Design waterfall_ctrl, sky130hd; sources not shown.
m2.png
Drawn at 6 px/um.
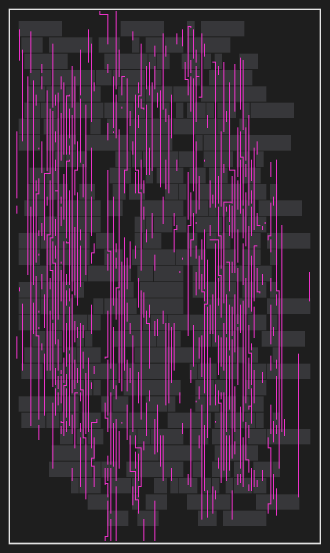
share of all routed wire = 55%
nets with wire on the layer = 256
detailed-route via count: 2000
final WL: 5159 um

route_heat.png
Drawn at 6 px/um. The die is cut into 10 by 18 equal tiles; dark blue is low, red is high, scaled to the fullest tile. Values are wire area over tile area, all layers added.
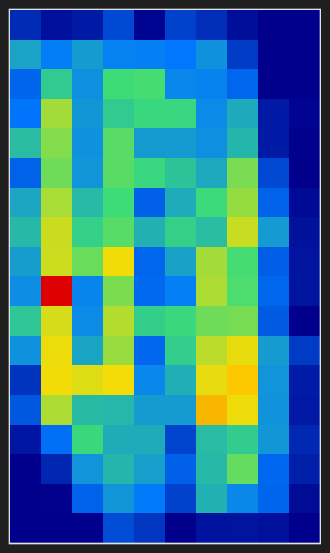
nearly empty tiles = 11%
tiles over half the peak = 22%
mean over tiles = 0.18
densest ninth of the die = west
emptiest ninth of the die = north-east
fullest tile = 0.55
detailed-route wire length per cell: 15.22 um
Total GRT Usage: 0.2470

pinout.png
Drawn at 6 px/um. Pins as bars across the die edge, other pins in grey.
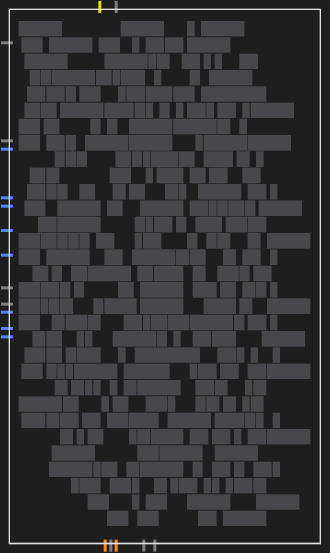
mode -> orange  # pins 2, direction input, edge south
pause -> yellow  # pins 1, direction input, edge north
led -> blue  # pins 8, direction output, edge west
all pins by edge = 12 west, 5 south, 2 north
Die Wd: 51.60 um
Die Y: 88.79 um
port bufs: 18

==> changes_impl.md <==
## Implementation

- Initial antenna violation count: 0
- Post-synthesis instance total: 267
- H-tree levels: 2
- Final hold vios: 0
- Chip area: 0.004581 mm2
- Synthesis area per yosys: 0.002367 mm2
- Hpwl dp: 3747 um
- Fp util: 0.5758
- Gr ovfl total: 0
- Dominant flop cell: dfxtp_1
- Hold WC Path Type: reg2reg
- Vias in the first global route: 1902
- Clock Buffer Count: 5
- Worst reg2reg path depth: 6
- Crit start category: register
- Sw Ratio: 0.2097
- Comb area share: 0.4874
- TNS Setup: 0 ns
- Flops: 46
- Clock transition at path regs: 0.09 ns
- Critical-path top delay cell: or3_1
- Fin util: 0.6649
- FFs w/ async S/R, synth: 0
- Area leader share: 0.3890
- Drt pass-1 iters: 5
- Reg-to-reg slack, setup: 0.35 ns
- Clk pwr share: 0.443
- Combinational gate count: 201
- Setup Fix Bufs, Post-CTS: 0
- Max-cap violations: 0
- Sequential power share: 0.504
- Clock-cell share of area: 0.05034
- Largest net degree at the start of global routing: 24
- Slew Viols, Final: 0
- Fin worst setup slack: 0.3494 ns
- Number of synthesized flops with an enable pin: 0
- Post_cts resized: 0
- Warnings from Yosys: 0
- WS Path Type: reg2reg
- Largest cell class by area: combinational gates
- CP Capture Type: register
- Hold Buf Count CTS: 0
- Worst-Margin Slew: 0.5599 ns
- Synth flops: 46
- Cell Rows: 31
- ANT cells: 0
- P_leak: 0.9175 nW
- Top post-synthesis cells by count: 46 x dfxtp_1, 39 x nor2_1, 19 x xor2_1
- CTS buffer count: 5
- DRC viols: 0
- Fin cells: 339
- Post-synth top area cell: dfxtp_1
- Inverters: 7
- Logic area: 0.001333 mm2
- Clock tree from TritonCTS: built
- Gpl congestion: 0.8141
- Critical-path cell list: ha_1, nand2_1, or3_1, buf_4, a2111oi_0, nor3_1
- Register area: 920.9 um2
- Tool Warnings: 26
- Sequential portion of the cell area: 0.3368
- Total power: 0.001624 W
- Outcome: finished clean
- Final setup fails: 0
- CTS sink cnt: 46
- Skew-Pair Late Insertion Delay: 0.30 ns
- Hold depth: 2
- P_sw: 0.0003406 W
- Nets: 299
- Worst Skew: 0.006915 ns
- Post-Place Setup Slack: 0.1841 ns
- CORE AREA: 0.004111 mm2
- Worst-path maximum fanout: 9
- First-pass GRT wire length: 8459 um
- Critical Path Max Stage Delay: 0.45 ns
- Tmin final: 1.951 ns
- Average size of a mapped cell: 8.866 um2
- P_int: 0.001283 W
- Final period utilization: 0.8481
- Highest clock rate: 512.7 MHz
- Cell total in the yosys stat output: 267
- Area growth from synthesis to layout: 15.49%
- Worst path top cell family by delay: simple AND/OR/NAND/NOR gates
- Via-to-Cell Ratio: 5.900
- Share of layout cells above drive strength 1: 0.1207
- Starting DRT DRC Count: 41
layer usage:
metal  global-route usage  vias up  share of wire
met5                    0        -              0
met4               0.1351        0          0.039
met3              0.03780       15          0.026
met2               0.4782       39           0.55
met1               0.2387      940           0.38
li1                     -     1006              -
cell families after synthesis:
family,Yosys count,synth area share
and+or+nand+nor,117,0.2585
AOI/OAI and AO/OA,49,0.1660
DFF,46,0.3890
xor gates and xnor gates,26,0.09620
buffers and inverters,20,0.04810
muxes,8,0.03700
adders and majority gates,1,0.005285
layout by cell type (no fill, tap or decap), types with 4 or more instances in the layout:
cell type,netlist,final
and3_1,4,4
nor2_1,39,39
clkbuf_8,0,5
dfxtp_1,46,46
nand3_1,16,16
nand2_1,12,12
xor2_1,19,19
a21boi_0,6,6
a21oi_1,11,11
inv_1,7,7
buf_4,1,10
nor3_1,9,9
a2111oi_0,7,7
xnor2_1,7,7
nand4_1,13,13
clkdlybuf4s50_1,0,18
mux2i_1,5,5
tightest hold or removal path: stages, from the launching register on:
cell and delay (ns):
dfxtp_1 0.33, nand2_1 0.06, a21oi_1 0.05
power by group through the flow:
| stage | clock network (W) | logic, W | registers (W) |
|---|---|---|---|
| 6_report | 0.000720 | 0.0000864 | 0.000818 |
| 5_1_grt | 0.000769 | 0.0000937 | 0.000820 |
| 4_1_cts | 0.000728 | 0.0000868 | 0.000818 |
| 3_5_place_dp | 0 | 0.0000859 | 0.000836 |
| 3_3_place_gp | 0 | 0.0000853 | 0.000836 |
| 2_1_floorplan | 0 | 0.0000546 | 0.000833 |
stage by stage:
stage	hold slack (ns)	cell area (um2)
2_1_floorplan	0.4324	2367
3_3_place_gp	0.4587	2596
3_5_place_dp	0.4649	2596
4_1_cts	0.4782	2734
5_1_grt	0.5065	2734
6_report	0.4752	2734
Power and IR drop assume default switching activity.
